### src/rtl/deser_lane_arbiter.sv
// -----------------------------------------------------------------------------
// deser_lane_arbiter
//
// Shares one serial-to-parallel deserializer between N_LANES serial requester
// lanes. Lanes are granted one at a time with round-robin priority. The
// granted lane's bitstream is forwarded to the deserializer for exactly one
// DATA_W-bit word. The finished word is returned tagged with the lane index.
// Stalled or withdrawn transfers are aborted, and the deserializer is flushed
// through its synchronous reset.
//
// State table
//   state     | meaning
//   ----------+-----------------------------------------------------------
//   ST_IDLE   | no grant; pick next requester from the round-robin pointer
//   ST_STREAM | granted lane's bits forwarded, counting bits and idle gaps
//   ST_WAIT   | all bits sent; waiting for the deserializer word strobe
//   ST_ABORT  | one cycle: flush deserializer, pulse abort_o, advance pointer
//
// Ports
//   clk               system clock, rising edge
//   arst_n_i          asynchronous reset, active low
//   req_i             per-lane request, held high for the whole word
//   data_i            per-lane serial data bit
//   data_val_i        per-lane bit valid
//   gnt_o             one-hot grant (registered)
//   ser_data_o        data bit to deserializer (granted lane only)
//   ser_data_val_o    bit valid to deserializer (granted lane only)
//   deser_srst_o      synchronous reset to deserializer (registered)
//   deser_data_i      word from deserializer
//   deser_data_val_i  word strobe from deserializer
//   word_o            delivered word, held between strobes
//   word_val_o        one-cycle strobe for word_o
//   word_lane_o       lane that produced word_o
//   abort_o           one-cycle strobe on abort
//   busy_o            high in any state other than ST_IDLE
// -----------------------------------------------------------------------------
module deser_lane_arbiter #(
    parameter int N_LANES  = 4,
    parameter int DATA_W   = 16,
    parameter int TIMEOUT  = 64,
    parameter int WAIT_MAX = 4
) (
    input  logic                       clk,
    input  logic                       arst_n_i,
    input  logic [N_LANES-1:0]         req_i,
    input  logic [N_LANES-1:0]         data_i,
    input  logic [N_LANES-1:0]         data_val_i,
    output logic [N_LANES-1:0]         gnt_o,
    output logic                       ser_data_o,
    output logic                       ser_data_val_o,
    output logic                       deser_srst_o,
    input  logic [DATA_W-1:0]          deser_data_i,
    input  logic                       deser_data_val_i,
    output logic [DATA_W-1:0]          word_o,
    output logic                       word_val_o,
    output logic [$clog2(N_LANES)-1:0] word_lane_o,
    output logic                       abort_o,
    output logic                       busy_o
);

    localparam int LW  = $clog2(N_LANES);
    localparam int LW1 = LW + 1;
    localparam int BW  = $clog2(DATA_W);
    localparam int IW  = $clog2(TIMEOUT + 1);
    localparam int WW  = $clog2(WAIT_MAX + 1);

    localparam logic [LW-1:0] LANE_LAST = LW'(N_LANES - 1);
    localparam logic [LW:0]   N_LANES_W = LW1'(N_LANES);
    localparam logic [BW-1:0] BIT_LAST  = BW'(DATA_W - 1);
    localparam logic [IW-1:0] IDLE_LAST = IW'(TIMEOUT - 1);
    localparam logic [WW-1:0] WAIT_LOAD = WW'(WAIT_MAX - 1);

    typedef enum logic [1:0] {
        ST_IDLE   = 2'd0,
        ST_STREAM = 2'd1,
        ST_WAIT   = 2'd2,
        ST_ABORT  = 2'd3
    } state_t;

    state_t              state_q, state_d;
    logic [N_LANES-1:0]  gnt_q, gnt_d;
    logic [LW-1:0]       lane_q, lane_d;
    logic [LW-1:0]       ptr_q, ptr_d;
    logic [BW-1:0]       bit_cnt_q, bit_cnt_d;
    logic [IW-1:0]       idle_cnt_q, idle_cnt_d;
    logic [WW-1:0]       wait_cnt_q, wait_cnt_d;
    logic [DATA_W-1:0]   word_q, word_d;
    logic                word_val_q, word_val_d;
    logic [LW-1:0]       word_lane_q, word_lane_d;
    logic                abort_q, abort_d;
    logic                srst_q, srst_d;

    logic [2*N_LANES-1:0] req_dbl;
    logic [N_LANES-1:0]   req_rot;
    logic [LW-1:0]        rr_off;
    logic [LW:0]          rr_sum;
    logic [LW-1:0]        rr_lane;
    logic                 rr_any;
    logic                 lane_vbit;
    logic                 lane_req;
    logic [LW-1:0]        lane_next;

    // Round-robin pick: rotate the requests so the pointer lane sits at bit 0,
    // take the lowest set bit, then rotate the offset back.
    always_comb begin
        req_dbl = {req_i, req_i};
        req_rot = N_LANES'(req_dbl >> ptr_q);
        rr_any  = |req_i;
        rr_off  = '0;
        for (int i = N_LANES - 1; i >= 0; i--) begin
            if (req_rot[i]) begin
                rr_off = LW'(i);
            end
        end
        rr_sum  = {1'b0, ptr_q} + {1'b0, rr_off};
        rr_lane = (rr_sum >= N_LANES_W) ? LW'(rr_sum - N_LANES_W) : LW'(rr_sum);
    end

    always_comb begin
        lane_vbit = data_val_i[lane_q];
        lane_req  = req_i[lane_q];
        lane_next = (lane_q == LANE_LAST) ? '0 : lane_q + LW'(1);
    end

    always_comb begin
        state_d     = state_q;
        gnt_d       = gnt_q;
        lane_d      = lane_q;
        ptr_d       = ptr_q;
        bit_cnt_d   = bit_cnt_q;
        idle_cnt_d  = idle_cnt_q;
        wait_cnt_d  = wait_cnt_q;
        word_d      = word_q;
        word_val_d  = 1'b0;
        word_lane_d = word_lane_q;

        case (state_q)
            ST_IDLE: begin
                if (rr_any) begin
                    state_d          = ST_STREAM;
                    lane_d           = rr_lane;
                    gnt_d            = '0;
                    gnt_d[rr_lane]   = 1'b1;
                    bit_cnt_d        = '0;
                    idle_cnt_d       = '0;
                end
            end

            ST_STREAM: begin
                // Completion wins over a request drop in the same cycle.
                if (lane_vbit && (bit_cnt_q == BIT_LAST)) begin
                    state_d    = ST_WAIT;
                    gnt_d      = '0;
                    bit_cnt_d  = '0;
                    idle_cnt_d = '0;
                    wait_cnt_d = WAIT_LOAD;
                end else if (!lane_req) begin
                    gnt_d      = '0;
                    bit_cnt_d  = '0;
                    idle_cnt_d = '0;
                    if (bit_cnt_q == '0) begin
                        // Nothing reached the deserializer yet: clean release.
                        state_d = ST_IDLE;
                        ptr_d   = lane_next;
                    end else begin
                        state_d = ST_ABORT;
                    end
                end else if (!lane_vbit && (idle_cnt_q == IDLE_LAST)) begin
                    state_d    = ST_ABORT;
                    gnt_d      = '0;
                end else if (lane_vbit) begin
                    bit_cnt_d  = bit_cnt_q + BW'(1);
                    idle_cnt_d = '0;
                end else begin
                    idle_cnt_d = idle_cnt_q + IW'(1);
                end
            end

            ST_WAIT: begin
                if (deser_data_val_i) begin
                    state_d     = ST_IDLE;
                    word_d      = deser_data_i;
                    word_lane_d = lane_q;
                    word_val_d  = 1'b1;
                    ptr_d       = lane_next;
                end else if (wait_cnt_q == '0) begin
                    state_d = ST_ABORT;
                end else begin
                    wait_cnt_d = wait_cnt_q - WW'(1);
                end
            end

            ST_ABORT: begin
                state_d    = ST_IDLE;
                gnt_d      = '0;
                ptr_d      = lane_next;
                bit_cnt_d  = '0;
                idle_cnt_d = '0;
                wait_cnt_d = '0;
            end

            default: begin
                state_d = ST_IDLE;
                gnt_d   = '0;
            end
        endcase

        // Both strobes are registered so they line up with the ST_ABORT cycle.
        abort_d = (state_d == ST_ABORT);
        srst_d  = (state_d == ST_ABORT);
    end

    always_ff @(posedge clk or negedge arst_n_i) begin
        if (!arst_n_i) begin
            state_q     <= ST_IDLE;
            gnt_q       <= '0;
            lane_q      <= '0;
            ptr_q       <= '0;
            bit_cnt_q   <= '0;
            idle_cnt_q  <= '0;
            wait_cnt_q  <= '0;
            word_q      <= '0;
            word_val_q  <= 1'b0;
            word_lane_q <= '0;
            abort_q     <= 1'b0;
            srst_q      <= 1'b1;
        end else begin
            state_q     <= state_d;
            gnt_q       <= gnt_d;
            lane_q      <= lane_d;
            ptr_q       <= ptr_d;
            bit_cnt_q   <= bit_cnt_d;
            idle_cnt_q  <= idle_cnt_d;
            wait_cnt_q  <= wait_cnt_d;
            word_q      <= word_d;
            word_val_q  <= word_val_d;
            word_lane_q <= word_lane_d;
            abort_q     <= abort_d;
            srst_q      <= srst_d;
        end
    end

    // Forwarding is masked by the registered grant, so an ungranted lane can
    // never reach the deserializer and nothing is forwarded outside ST_STREAM.
    assign ser_data_o     = |(data_i & gnt_q);
    assign ser_data_val_o = |(data_val_i & gnt_q);

    assign gnt_o        = gnt_q;
    assign deser_srst_o = srst_q;
    assign word_o       = word_q;
    assign word_val_o   = word_val_q;
    assign word_lane_o  = word_lane_q;
    assign abort_o      = abort_q;
    assign busy_o       = (state_q != ST_IDLE);

endmodule

### config.mk
export PLATFORM = sky130hd
export DESIGN_NAME = deser_lane_arbiter
export DESIGN_NICKNAME = d
export VERILOG_FILES = /design/src/rtl/deser_lane_arbiter.sv
export SDC_FILE = /design/constraint.sdc
export NUM_CORES = 1
export LEC_CHECK = 0
export ABC_AREA = 1
export CORE_MARGIN = 8
export CORE_UTILIZATION = 40
export DETAILED_ROUTE_END_ITERATION = 10
export GPL_ROUTABILITY_DRIVEN = 1
export PLACE_DENSITY = 0.78
export SYNTH_ARGS = -nofsm -noshare
export SYNTH_HDL_FRONTEND = slang
export SYNTH_SLANG_ARGS = --single-unit
### constraint.sdc
create_clock -name clk -period 3.4 [get_ports clk]
set_input_delay 0.34 -clock clk [delete_from_list [all_inputs] [get_ports clk]]
set_output_delay 0.34 -clock clk [all_outputs]
set_load 0.01 [all_outputs]
run_1/class_map.png
(3 px per um)
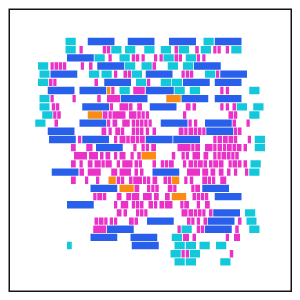
clock drivers and dummy loads: shown in orange, cells 8, share of their area 2.9%. remaining logic cells: shown in magenta, cells 272, share of their area 41%. remaining buffers and delay cells: shown in cyan, cells 58, share of their area 19%. registers: shown in blue, cells 45, share of their area 37%.

run_1/port_trees.png
(4 px per um)
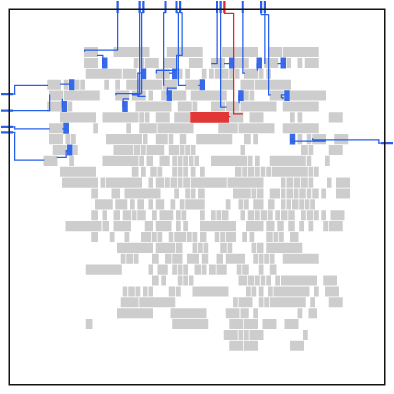
deser_data_i: shown in blue, direction input, edge 11 north, 4 west, 1 east, end cells 16, buffers 16, wire 340 um. deser_srst_o: shown in red, direction output, edge north, end cells 1, buffers 1, wire 30.8 um.

run_1/clock_wires.png
(3 px per um)
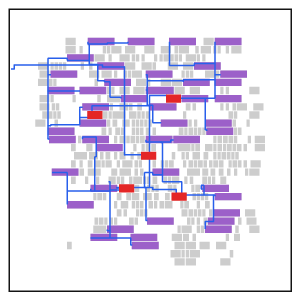
clock-net drivers: shown in red, count 5. flip-flops: shown in purple, count 45. clock wires: shown in blue, length 588 um.
There are 6 routed clock nets.

==> results.yml, run 1 <==
# flow metrics
die:
  die_area_mm2: 0.008738
  num_io_pins: 59
  die_h_um: 93.48
setup_path:
  critPathSlowestCell: "dfrtp_1"
  crit_required_ps: 3610
  r2r-end: "word_lane_o[0]"
  startpoint: "state_q[1]"
  worst-path-stages: 6
  cp-end-kind: "flip-flop"
  cp-start-kind: "flip-flop"
routing:
  wl_met3_um: 274
power:
  power_frac_clock_pct: 13.3
  power_leakage_nw: 1.555
  p_seq_mw: 0.885
  comb_power_mw: 1.27
timing:
  slew_violations: 0
  fmax_ghz: 0.5097
placed_design:
  pre_cts_slack_ps: 1244
  placedCellCount: 450
  postPlaceCellArea_mm2: 0.003040
cts:
  cts.sink_count: 45
  insertion_delay_ps: 300
  ctsResizeCount: 0
synthesis:
  synth.distinct_cells: 31
  synthArstFlopShare_pct: 100.0
  synth_flops: 45
  yosys-mux-area-fraction_pct: 0
  avgSynthCellArea_um2: 7.457
layout:
  combGateArea_mm2: 0.001135
  drive_gt1_share_pct: 4.961
  mostFrequentLayoutCell: "nand2_1"
  final_util_pct: 53.46
  comb-cell-share_pct: 36.28
  nNonClkInverters: 29
run_status:
  outcome: "complete, no violations"
global_routing:
  met1_usage_pct: 15.75
  grt_max_degree: 46
worst_hold_path:
  hold_class: "input port to async pin"
run_1/ff_map.png
(3 px per um) Other sequential cells in the stronger gray, the rest of the logic in the fainter gray.
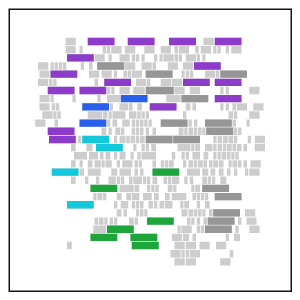

==> inputs of run 2 (changes only) <==
==> constraint.sdc (replaced) <==
create_clock -name clk -period 2 [get_ports clk]
set_input_delay 0.2 -clock clk [delete_from_list [all_inputs] [get_ports clk]]
set_output_delay 0.2 -clock clk [all_outputs]
set_load 0.01 [all_outputs]
run_2/ff_map.png
(3 px per um) Other sequential cells in the stronger gray, the rest of the logic in the fainter gray.
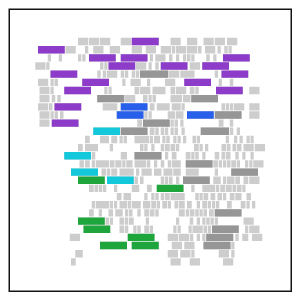
idle_cnt_q: shown in green, flops 7. word_o: shown in purple, flops 16. wait_cnt_q: shown in blue, flops 3. bit_cnt_q: shown in cyan, flops 4.

run_2/class_map.png
(3 px per um)
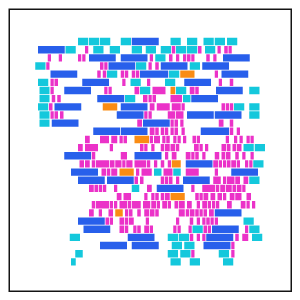
remaining buffers and delay cells: shown in cyan, cells 64, share of their area 20%. clock drivers and dummy loads: shown in orange, cells 8, share of their area 2.9%. remaining logic cells: shown in magenta, cells 272, share of their area 40%. registers: shown in blue, cells 45, share of their area 37%.

==> run 2 against run 1 <==
Critical path type unchanged. Highest routed layer unchanged. Die area did not move. Clock power grew 73%. Largest cell class unchanged. Combinational power up 75%. Utilization up 0.88 points. Largest power group unchanged.
==> results.yml, run 2 <==
# flow metrics
run_status:
  outcome: "complete, no violations"
die:
  die_area_mm2: 0.008738
  num_io_pins: 59
  fp_util_pct: 41.04
  chipWidth_um: 93.48
  die_h_um: 93.48
  core_area_mm2: 0.005851
  rows: 28
timing:
  setup_violations: 0
  holdWs_ps: 426.0
  final-hold-violation-count: 0
  slew_headroom_pct: 61.00
  fmax_ghz: 0.5566
  grt_setup_unrepaired: "no"
  slew_violations: 0
  tns_ps: 0
  clock-skew-final_ps: 5.149
setup_path:
  cp-end-kind: "flip-flop"
  path_delay_family: "simple AND/OR/NAND/NOR gates"
  critPathSlowestCell: "dfrtp_1"
  cp-start-kind: "flip-flop"
  worst-path-stages: 9
  cp_common_cell: "nand3_1"
  crit_required_ps: 2240
  r2r-end: "gnt_o[2]"
  startpoint: "ptr_q[1]"
  regToRegSetupSlack_ps: 200
cts:
  insertion_delay_ps: 300
  ctsResizeCount: 0
  cts.sink_count: 45
  holdBufCountCts: 1
  cts_tree: "built"
  path_clk_slew_ps: 90
  post-cts-setup-buffer-count: 0
power:
  p_seq_mw: 1.50
  swShare_pct: 42.19
  irDropWorstVdd_uv: 583.9
  power_frac_clock_pct: 13.3
  comb_power_mw: 2.22
  clk-power_mw: 0.570
  power_leakage_nw: 1.590
routing:
  wl_met3_um: 244
  drt-met1-wl_um: 2412
  drc: 0
  wire_per_inst_um: 12.10
  viasPerCell: 4.847
layout:
  nonClockBufferCount: 64
  clock_area_share_pct: 2.834
  combGateArea_mm2: 0.001135
  nNonClkInverters: 29
  drive_gt1_share_pct: 6.684
  final_util_pct: 54.34
  comb-cell-share_pct: 35.69
  buf_share_pct: 19.60
  mostFrequentLayoutCell: "nand2_1"
  logic_gate_count: 243
  flop_area_mm2: 0.001129
  fin_cells: 464
  seq_share_pct: 35.50
placed_design:
  postPlaceCellArea_mm2: 0.003078
  placedCellCount: 455
  pre_cts_slack_ps: 99.86
  gp_congestion: 0.8562
  numPortBuffers: 58
synthesis:
  ys_warn_count: 0
  netlist_area_mm2: 0.002401
  yosysTopAreaCell: "dfrtp_1"
  synth_flops: 45
  avgSynthCellArea_um2: 7.457
  synth.distinct_cells: 31
  ys_sh_aoi_pct: 5.315
  synth_xor_xnor_area_share_pct: 1.094
  ys_area_mm2: 0.002401
  yosys-mux-area-fraction_pct: 0
  ys_cells: 322
  synthArstFlopShare_pct: 100.0
  synth_seq_share_pct: 46.95
global_routing:
  grt_overflow_total: 0
  grt_max_degree: 46
  grt_pass1_wl_um: 9735
  met1_usage_pct: 15.62
  busiest_layer: "met2"
  use_met2_pct: 24.03
  grt_pass1_vias: 2225
  met3_usage_pct: 3.285
flow_run:
  warnings: 28
worst_hold_path:
  hold_end: "word_o[15]"
  holdPathStages: 3
  hold_class: "input port to flip-flop"
  hold_start: "deser_data_i[15]"
Power figures rest on the tool's default switching activity, not on a simulated workload.
